==> src/rtl/hart_intc_pkg.sv <==
// -----------------------------------------------------------------------------
// hart_intc_pkg
// Shared types and constants for the per-hart interrupt controller.
//   hart_intc_state_e : channel FSM state (IDLE / ASSERT / WAIT_CLR), 2 bits
//   MaxHarts          : upper bound on the number of hart channels
// Optional feature macro used by the design: HART_INTC_TIMEOUT_EN
// -----------------------------------------------------------------------------
package hart_intc_pkg;

   localparam int unsigned MaxHarts = 8;

   typedef enum logic [1:0] {
      ST_IDLE     = 2'd0,
      ST_ASSERT   = 2'd1,
      ST_WAIT_CLR = 2'd2
   } hart_intc_state_e;

endpackage

==> src/rtl/hart_intc_chan.sv <==
// -----------------------------------------------------------------------------
// hart_intc_chan
// One hart's interrupt channel: raises the interrupt line on a request, waits
// for the hart's ack bit to rise and fall again, and queues one further request
// that arrives while the channel is busy.
// Ports:
//   clk_i, rst_i : clock, synchronous active-high reset
//   req_i        : request (one request per high cycle)
//   ack_i        : ack level from the hart's private ack register bit
//   irq_o        : registered interrupt line, high only in ASSERT
//   pending_o    : registered single-entry queued-request flag
//   timeout_o    : registered one-cycle pulse when ASSERT times out
//   state_o      : current FSM state (debug / busy reduction)
// Macro HART_INTC_TIMEOUT_EN: adds the ASSERT timeout counter; without it
// timeout_o is tied low and ASSERT is held until acked.
//
// Handshake: req_i is a level sampled every cycle; ack_i is a level that the
// hart raises to acknowledge and must drop before the next interrupt is raised.
// -----------------------------------------------------------------------------
module hart_intc_chan
   import hart_intc_pkg::*;
#(
   parameter int unsigned TIMEOUT_CYCLES = 256
) (
   input  logic             clk_i,
   input  logic             rst_i,
   input  logic             req_i,
   input  logic             ack_i,
   output logic             irq_o,
   output logic             pending_o,
   output logic             timeout_o,
   output hart_intc_state_e state_o
);

   hart_intc_state_e state_q, state_d;
   logic             pending_q, pending_d;
   logic             irq_q;

`ifdef HART_INTC_TIMEOUT_EN
   localparam int unsigned CW = $clog2(TIMEOUT_CYCLES + 1);
   localparam logic [CW-1:0] LastCnt = CW'(TIMEOUT_CYCLES - 1);

   logic [CW-1:0] cnt_q;
   logic          timeout_q, timeout_d;
`endif

   always_comb begin
      state_d   = state_q;
      pending_d = pending_q;
`ifdef HART_INTC_TIMEOUT_EN
      timeout_d = 1'b0;
`endif
      case (state_q)
         ST_IDLE: begin
            if (req_i) begin
               if (ack_i) begin
                  // Ack still high from the previous interrupt: hold the
                  // request until the hart clears its ack bit.
                  state_d   = ST_WAIT_CLR;
                  pending_d = 1'b1;
               end else begin
                  state_d = ST_ASSERT;
               end
            end
         end
         ST_ASSERT: begin
            pending_d = pending_q | req_i;
            if (ack_i) begin
               state_d = ST_WAIT_CLR;
            end
`ifdef HART_INTC_TIMEOUT_EN
            else if (cnt_q == LastCnt) begin
               state_d   = ST_IDLE;
               pending_d = 1'b0;
               timeout_d = 1'b1;
            end
`endif
         end
         ST_WAIT_CLR: begin
            pending_d = pending_q | req_i;
            if (!ack_i) begin
               if (pending_q || req_i) begin
                  // One queued request is consumed by re-entering ASSERT; a
                  // second one arriving in this same cycle stays queued.
                  state_d   = ST_ASSERT;
                  pending_d = pending_q & req_i;
               end else begin
                  state_d = ST_IDLE;
               end
            end
         end
         default: begin
            state_d   = ST_IDLE;
            pending_d = 1'b0;
         end
      endcase
   end

   always_ff @(posedge clk_i) begin
      if (rst_i) begin
         state_q   <= ST_IDLE;
         pending_q <= 1'b0;
         irq_q     <= 1'b0;
      end else begin
         state_q   <= state_d;
         pending_q <= pending_d;
         irq_q     <= (state_d == ST_ASSERT);
      end
   end

`ifdef HART_INTC_TIMEOUT_EN
   // Counter restarts on every entry to ASSERT and runs while there.
   always_ff @(posedge clk_i) begin
      if (rst_i) begin
         cnt_q     <= '0;
         timeout_q <= 1'b0;
      end else begin
         timeout_q <= timeout_d;
         if (state_q != ST_ASSERT && state_d == ST_ASSERT) begin
            cnt_q <= '0;
         end else if (state_q == ST_ASSERT) begin
            cnt_q <= cnt_q + CW'(1);
         end
      end
   end

   assign timeout_o = timeout_q;
`else
   assign timeout_o = 1'b0;
`endif

   assign irq_o     = irq_q;
   assign pending_o = pending_q;
   assign state_o   = state_q;

endmodule

==> src/rtl/hart_intc_ctrl.sv <==
// -----------------------------------------------------------------------------
// hart_intc_ctrl
// Per-hart interrupt controller: NHARTS independent hart_intc_chan channels.
// Ports:
//   clk_i           : clock (rising edge)
//   rst_i           : synchronous active-high reset
//   irq_req_i       : per-hart request
//   hart_intc_ack_i : per-hart ack level
//   hart_irq_o      : per-hart interrupt line (registered)
//   pending_o       : per-hart queued-request flag (registered)
//   timeout_o       : per-hart timeout pulse (registered)
//   busy_o          : high while any channel is not IDLE (combinational)
// Macro HART_INTC_TIMEOUT_EN enables the per-channel ASSERT timeout.
// -----------------------------------------------------------------------------
module hart_intc_ctrl
   import hart_intc_pkg::*;
#(
   parameter int unsigned NHARTS         = 3,
   parameter int unsigned TIMEOUT_CYCLES = 256
) (
   input  logic              clk_i,
   input  logic              rst_i,
   input  logic [NHARTS-1:0] irq_req_i,
   input  logic [NHARTS-1:0] hart_intc_ack_i,
   output logic [NHARTS-1:0] hart_irq_o,
   output logic [NHARTS-1:0] pending_o,
   output logic [NHARTS-1:0] timeout_o,
   output logic              busy_o
);

   hart_intc_state_e chan_state [NHARTS];

   // Channels beyond MaxHarts are never built.
   for (genvar h = 0; h < MaxHarts; h++) begin : g_chan
      if (h < NHARTS) begin : g_inst
         hart_intc_chan #(
            .TIMEOUT_CYCLES (TIMEOUT_CYCLES)
         ) u_chan (
            .clk_i     (clk_i),
            .rst_i     (rst_i),
            .req_i     (irq_req_i[h]),
            .ack_i     (hart_intc_ack_i[h]),
            .irq_o     (hart_irq_o[h]),
            .pending_o (pending_o[h]),
            .timeout_o (timeout_o[h]),
            .state_o   (chan_state[h])
         );
      end
   end

   always_comb begin
      busy_o = 1'b0;
      for (int h = 0; h < NHARTS; h++) begin
         if (chan_state[h] != ST_IDLE) busy_o = 1'b1;
      end
   end

endmodule

==> config.mk <==
export PLATFORM = sky130hd
export DESIGN_NAME = hart_intc_ctrl
export DESIGN_NICKNAME = d
export VERILOG_FILES = /design/src/rtl/hart_intc_pkg.sv /design/src/rtl/hart_intc_chan.sv /design/src/rtl/hart_intc_ctrl.sv
export SDC_FILE = /design/constraint.sdc
export NUM_CORES = 1
export LEC_CHECK = 0
export CORE_MARGIN = 2
export CORE_UTILIZATION = 39
export CTS_CLUSTER_SIZE = 24
export DETAILED_ROUTE_END_ITERATION = 8
export GPL_TIMING_DRIVEN = 1
export PLACE_DENSITY = 0.72
export SLEW_MARGIN = 20
export SYNTH_ARGS = -nofsm -noshare
export SYNTH_HDL_FRONTEND = slang
export SYNTH_SLANG_ARGS = --single-unit
==> constraint.sdc <==
create_clock -name clk_i -period 1 [get_ports clk_i]
set_clock_uncertainty 0.1 [all_clocks]
set_input_delay 0.2 -clock clk_i [delete_from_list [all_inputs] [get_ports clk_i]]
set_output_delay 0.2 -clock clk_i [all_outputs]
set_load 0.02 [all_outputs]
**Run 1: the metal 2 layer**

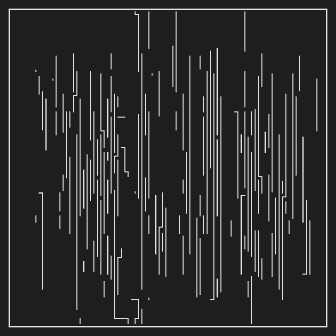
main direction	vertical
share of all routed wire	52%
wire length on this layer	970 um
nets with wire on the layer	87

**Run 1: met1 routing**

Scale bar: 10 um.
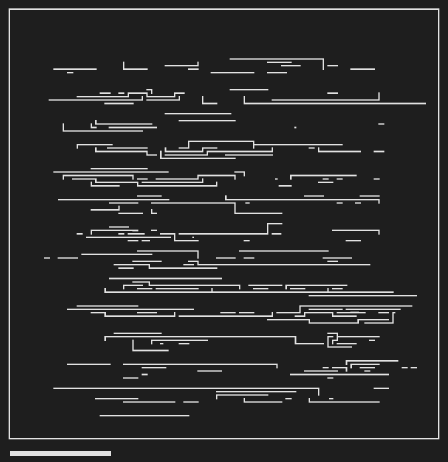
main direction	horizontal
share of all routed wire	42%
nets with wire on the layer	81
longest straight run	28.5 um
wire length on this layer	787 um

**Run 1: track usage over the die**

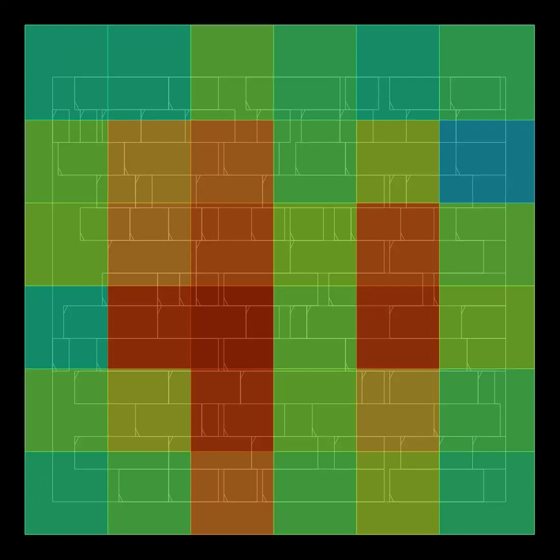
gr usage total: 18.1%
Layout Utilization: 84.0%
grt met2 use: 28.6%
met3 GRT Util: 2.59%

==> impl_metrics.env, run 1 <==
# yosys + openroad results
export IMPL_critPathMaxStageDelay_ns=0.34
export IMPL_yosys_stat_cells=56
export IMPL_ff2ff_setup_slack_ns=-0.25
export IMPL_hold_viol=0
export IMPL_clock_sinks=12
export IMPL_run_status="complete, but fails checks"
export IMPL_failed_checks="setup timing"
export IMPL_worst_path_dominant_cell_family="simple AND/OR/NAND/NOR gates"
export IMPL_dp_hpwl_um=789
export IMPL_top_area_share_pct=41.7
export IMPL_reg2reg_from="g_chan[0].g_inst.u_chan.state_o[1]"
export IMPL_critical_path_cell_chain="nor4_4 > nand2_1 > buf_6"
export IMPL_finalSetupTns_ns=-1.93
export IMPL_critPathCaptureType="output port"
export IMPL_drv_cap=0
export IMPL_avgSynthCellArea_um2=10.3
export IMPL_hp_class="input pin to flop"
export IMPL_insertion_delay_ns=0.29
export IMPL_p_int_mw=0.945
export IMPL_cts_max_path_buffers=2
export IMPL_power_density_nw_per_um2=1230
export IMPL_ys_flops=12
export IMPL_antenna_found_initial=0
export IMPL_p_seq_share_pct=39.1
export IMPL_cts_htree_levels=1
export IMPL_dr_pass1_iters=4
export IMPL_setup_violations=19
export IMPL_syn2layout_area_growth_pct=94.6
export IMPL_drc=0
export IMPL_layout_nets=93
export IMPL_wl_per_cell_um=18.8
export IMPL_setup_ws_ns=-0.411
export IMPL_power_switching_mw=0.435
export IMPL_fp_dieW_um=42.4
export IMPL_die_area_um2=1800
export IMPL_cp_arrival_ns=1.11
export IMPL_cp_slowest_cell="dfxtp_2"
export IMPL_yosysChipArea_um2=576
export IMPL_cts_tree="done"
export IMPL_log_warning_count=29
export IMPL_routed_wl_um=1860
export IMPL_hold_end="g_chan[1].g_inst.u_chan.state_o[1]"
export IMPL_rows=13
export IMPL_n_fill_cell=60
export IMPL_coreArea_um2=1330
[run 1: registers in the layout, indices dropped and copies added (netlist names)]
| signal | flops |
|---|---|
| g_chan.g_inst.u_chan.irq_o | 3 |
| g_chan.g_inst.u_chan.state_o | 6 |
| g_chan.g_inst.u_chan.pending_o | 3 |
[run 1: layout by cell type (no fill, tap or decap), drive strengths merged, types with 2 or more instances in the layout]
cell          netlist  final
buf                10     25
dfxtp              12     12
a2111oi             9      9
inv                 6      6
dlygate4sd2         0      4
clkbuf              0      4
a211oi              3      3
o21ai               3      3
conb                1      3
o21bai              3      3
a221oi              3      3
nor3                3      3
dlymetal6s2s        0      2
[run 1: synth_stat cells]
cell type,number
a2111oi_2,4
a211oi_1,1
dfxtp_1,12
nor4_1,1
conb_1,1
o21ai_0,3
buf_2,1
buf_4,9
nor2_1,1
nand2_1,1
o21bai_1,3
a221oi_1,3
nor3_2,1
a2111oi_1,2
nor3_1,2
inv_1,6
a211oi_2,2
a2111oi_0,3
[run 1: worst register-to-register path: stages (launching register included)]
cell	delay, ns
dfxtp_2	0.34
buf_4	0.13
buf_8	0.14
a211oi_4	0.36
a2111oi_4	0.06
[run 1: worst max path at each step]
stage	start	endpoint	slack, ns	cells past startpoint
global placement	g_chan[0].g_inst.u_chan.state_o[1]	busy_o	-0.46	3
detailed placement	g_chan[0].g_inst.u_chan.state_o[1]	busy_o	-0.47	3
finish	g_chan[0].g_inst.u_chan.state_o[1]	busy_o	-0.41	3
global route	g_chan[0].g_inst.u_chan.state_o[1]	busy_o	-0.46	3
floorplan	g_chan[0].g_inst.u_chan.state_o[1]	busy_o	-0.07	2
CTS	g_chan[0].g_inst.u_chan.state_o[1]	busy_o	-0.38	3
[run 1: routing by layer]
| layer | routed length (um) | up-vias | global-route usage [%] |
|---|---|---|---|
| met1 | 787 | 275 | 22.2 |
| met4 | 57 | 0 | 13.1 |
| met2 | 969 | 15 | 28.6 |
| li1 | - | 257 | - |
| met5 | 0 | - | 0 |
| met3 | 50 | 4 | 2.59 |
[run 1: cell families (layout without fill, tap and decap cells)]
family	Yosys count	count (layout)	synth area share (%)
other	1	3	0.652
buffers and inverters	16	42	16.5
AND/OR/NAND/NOR	6	6	5.87
AND-OR/OR-AND	21	21	35.2
flip-flops	12	12	41.7
[run 1: through the flow]
stage                     instance area, um2  power [mW]
after floorplan                          588       0.687
after global placement                   764       0.790
after detailed placement                 764       0.795
after CTS                                967        1.27
after global routing                    1120        1.44
final                                   1120        1.38
[run 1: power groups by stage]
stage | Clock [mW] | Sequential, mW | Combinational (mW)
5_1_grt | 0.451 | 0.543 | 0.447
2_1_floorplan | 0 | 0.551 | 0.136
3_5_place_dp | 0 | 0.533 | 0.262
6_report | 0.414 | 0.540 | 0.427
3_3_place_gp | 0 | 0.531 | 0.259
4_1_cts | 0.402 | 0.532 | 0.339
[run 1: layout make-up]
class | count | area, um2 | area share, %
Timing Repair Buffer | 32 | 340 | 30.4
Sequential cell | 12 | 255 | 22.8
Clock buffer | 4 | 36.3 | 3.24
Multi-Input combinational cell | 30 | 447 | 39.9
Inverter | 6 | 22.5 | 2.01
Tap cell | 15 | 18.8 | 1.68
**Run 1: routed metal per tile**

Scale bar: 10 um. The die is cut into 8 by 8 equal tiles; black is low, pale yellow is high, scaled to the fullest tile. Values are wire area over tile area, all layers added.
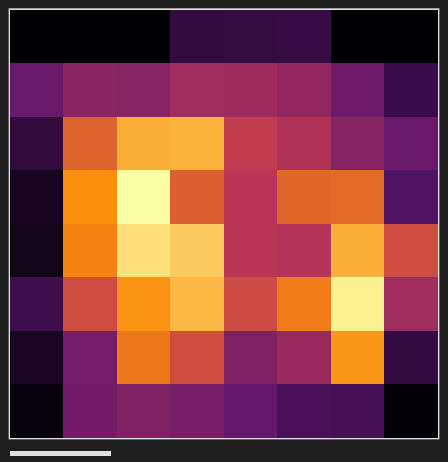

## Run 2: what changed since run 1
--- a/config.mk
+++ b/config.mk
@@ -11,6 +11,7 @@
 export DETAILED_ROUTE_END_ITERATION = 8
 export GPL_TIMING_DRIVEN = 1
 export PLACE_DENSITY = 0.72
+export SKIP_CTS_REPAIR_TIMING = 1
 export SLEW_MARGIN = 20
 export SYNTH_ARGS = -nofsm -noshare
 export SYNTH_HDL_FRONTEND = slang
**Run 2: routed metal per tile**

Scale bar: 10 um. The die is cut into 8 by 8 equal tiles; black is low, pale yellow is high, scaled to the fullest tile. Values are wire area over tile area, all layers added.
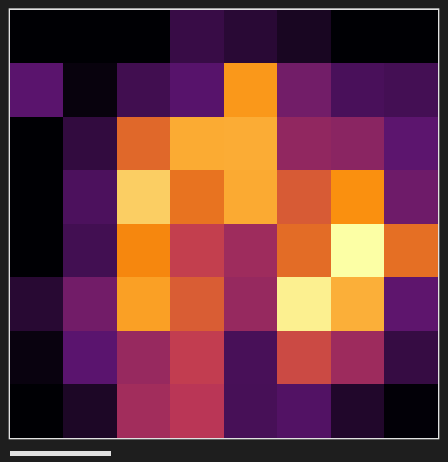
emptiest ninth of the die	upper left
mean over tiles	0.13
fullest tile	0.36
nearly empty tiles	16%
tiles over half the peak	31%

==> impl_metrics.env, run 2 <==
# yosys + openroad results
export IMPL_period_used_pct=140
export IMPL_hold_end="g_chan[0].g_inst.u_chan.state_o[1]"
export IMPL_synth_edff_count=0
export IMPL_cts_htree_levels=1
export IMPL_rows=13
export IMPL_avgSynthCellArea_um2=10.3
export IMPL_grt_max_degree=13
export IMPL_worst_r2r_endpoint="g_chan[0].g_inst.u_chan.pending_o"
export IMPL_worstHoldStart="hart_intc_ack_i[0]"
export IMPL_p_int_mw=0.916
export IMPL_largest_reg_flops=6
export IMPL_ys_flops=12
export IMPL_p_clk_share_pct=29.9
export IMPL_drive_gt1_share_pct=67.1
export IMPL_mostFrequentLayoutCells="buf_6, dfxtp_2, inv_1, buf_4, a2111oi_2"
export IMPL_reg2reg_from="g_chan[0].g_inst.u_chan.state_o[0]"
export IMPL_cts_root_buf="clkbuf_4"
export IMPL_power_switching_mw=0.374
export IMPL_fp_dieW_um=42.4
export IMPL_cts_max_path_buffers=2
export IMPL_setup_ws_ns=-0.398
export IMPL_rsz0062_at_grt="yes"
export IMPL_floorplan_core_util_pct=43.2
export IMPL_lay_top_count="buf_6"
export IMPL_coreArea_um2=1330
export IMPL_power_density_nw_per_um2=1280
export IMPL_critPathMaxFanout=2
export IMPL_cts_made_buffers=3
export IMPL_grt_overflow_total=0
export IMPL_dpl_instance_area_um2=764
export IMPL_hold_path_depth=3
export IMPL_netlist_top_cells_count="dfxtp_1, buf_4, inv_1"
export IMPL_fin_crit_ns=1.40
export IMPL_ys_seq_share_pct=41.7
export IMPL_dp_hpwl_um=789
export IMPL_top_area_share_pct=41.7
export IMPL_io_buffers=14
export IMPL_critPathCaptureType="output port"
export IMPL_netlist_cell_type_count=18
export IMPL_hp_class="input pin to flop"
export IMPL_syn_area_um2=576
export IMPL_flop_cell="dfxtp_1"
export IMPL_drc=0
export IMPL_critPathRequiredTime_ns=0.70
export IMPL_yosysChipArea_um2=576
export IMPL_fp_dieH_um=42.4
export IMPL_synth_largest_area_cell="dfxtp_1"
export IMPL_stdcell_area_um2=1010
export IMPL_grt_pass1_vias=438
export IMPL_clock_sinks=12
export IMPL_log_warning_count=28
export IMPL_yosys_warnings=0
export IMPL_path_clk_slew_ns=0.08
export IMPL_antenna_found_initial=0
export IMPL_dr_pass1_iters=4
export IMPL_power_mw=1.29
export IMPL_boundaryPins=18
export IMPL_top_cell="dfxtp_1"
export IMPL_ys_async_sr_fraction_pct=0
export IMPL_p_leak_nw=0.395
export IMPL_setup_violations=18
export IMPL_ant_nets=0
export IMPL_insertion_delay_ns=0.27
export IMPL_hold_viol=0
export IMPL_whs_ns=0.203
export IMPL_run_status="complete, but fails checks"
export IMPL_viasPerCell=5.47
export IMPL_ff2ff_setup_slack_ns=-0.11
export IMPL_die_area_um2=1800
export IMPL_slew_viol_final=0
export IMPL_routed_wl_um=1450
export IMPL_cp_arrival_ns=1.10
export IMPL_cts_tree="done"
export IMPL_yosys_top_cells_area="dfxtp_1, buf_4, a2111oi_2, a2111oi_0, a221oi_1"
export IMPL_p_seq_share_pct=41.6
export IMPL_yosys_stat_cells=56
export IMPL_syn2layout_area_growth_pct=75.2
export IMPL_layout_nets=88
export IMPL_drv_cap=0
export IMPL_critPathLaunchType="flop"
export IMPL_failed_checks="setup timing"
export IMPL_vias=514
**Run 2: track usage over the die**

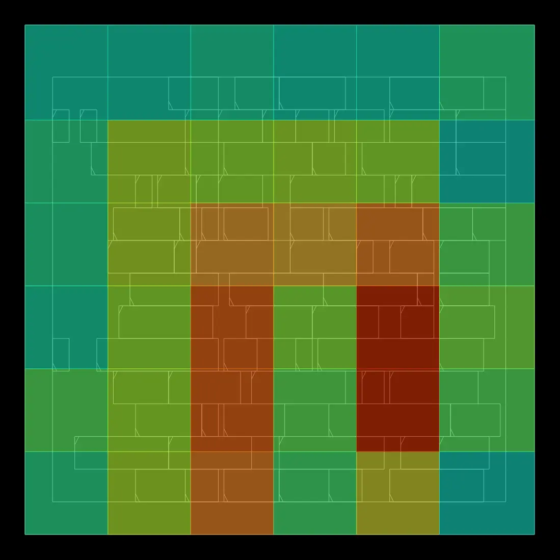
gr usage total: 13.8%
Layout Utilization: 75.6%
Routed WL per cell: 15.4 um
grt met2 use: 18.8%
grt peak-use layer: met2

## run 2: cell counts after synthesis
No cell type changed its count.
## run 2: area by class of cell
cell class,count,area [um2]
Tap cell,15,18.8
Sequential cell,12,258
Clock buffer,4,36.3
Fill cell,86,325
Timing Repair Buffer,27,288
Multi-Input combinational cell,30,385
Inverter,6,22.5
## run 2: per-layer routing
| layer | GRT usage (%) | part of all wire (%) | vias to the layer above |
|---|---|---|---|
| met2 | 18.8 | 54 | 13 |
| met1 | 16.4 | 38 | 250 |
| met5 | 0 | 0 | - |
| met3 | 3.02 | 3.4 | 4 |
| li1 | - | - | 247 |
| met4 | 15.6 | 4.1 | 0 |
## run 2: worst max-delay path, stage by stage, from the launching register on
cell and delay (ns):
dfxtp_2 0.34, nor4_4 0.26, nand2_1 0.09, buf_6 0.13
## run 2: stage by stage
stage	setup TNS, ns	std cells	setup WS (ns)
6_report	-1.34	94	-0.398
2_1_floorplan	-0.0707	58	-0.0707
5_1_grt	-2.07	94	-0.483
3_5_place_dp	-5.72	89	-0.470
4_1_cts	-4.79	93	-0.777
3_3_place_gp	-5.59	89	-0.456
## run 2: kinds of logic after synthesis
group | after synthesis | share of synthesized area (%)
AND/OR/NAND/NOR | 6 | 5.87
flip-flops | 12 | 41.7
other | 1 | 0.652
AND-OR/OR-AND | 21 | 35.2
buffers and inverters | 16 | 16.5
## run 2: worst max-delay path by stage
stage / depth (start not counted) / end / startpoint / slack (ns)
5_1_grt: 3 / busy_o / g_chan[1].g_inst.u_chan.state_o[1] / -0.48
6_report: 3 / busy_o / g_chan[1].g_inst.u_chan.state_o[1] / -0.40
2_1_floorplan: 2 / busy_o / g_chan[0].g_inst.u_chan.state_o[1] / -0.07
3_3_place_gp: 3 / busy_o / g_chan[0].g_inst.u_chan.state_o[1] / -0.46
3_5_place_dp: 3 / busy_o / g_chan[0].g_inst.u_chan.state_o[1] / -0.47
4_1_cts: 3 / busy_o / g_chan[0].g_inst.u_chan.state_o[1] / -0.78
## run 2: power by group through the flow
stage	clock network, mW	logic (mW)	registers [mW]
after detailed placement	0	0.262	0.533
after global placement	0	0.259	0.531
after global routing	0.427	0.387	0.540
final	0.386	0.368	0.536
after CTS	0.402	0.263	0.521
after floorplan	0	0.136	0.551
Power is estimated from default activity; no workload was simulated.
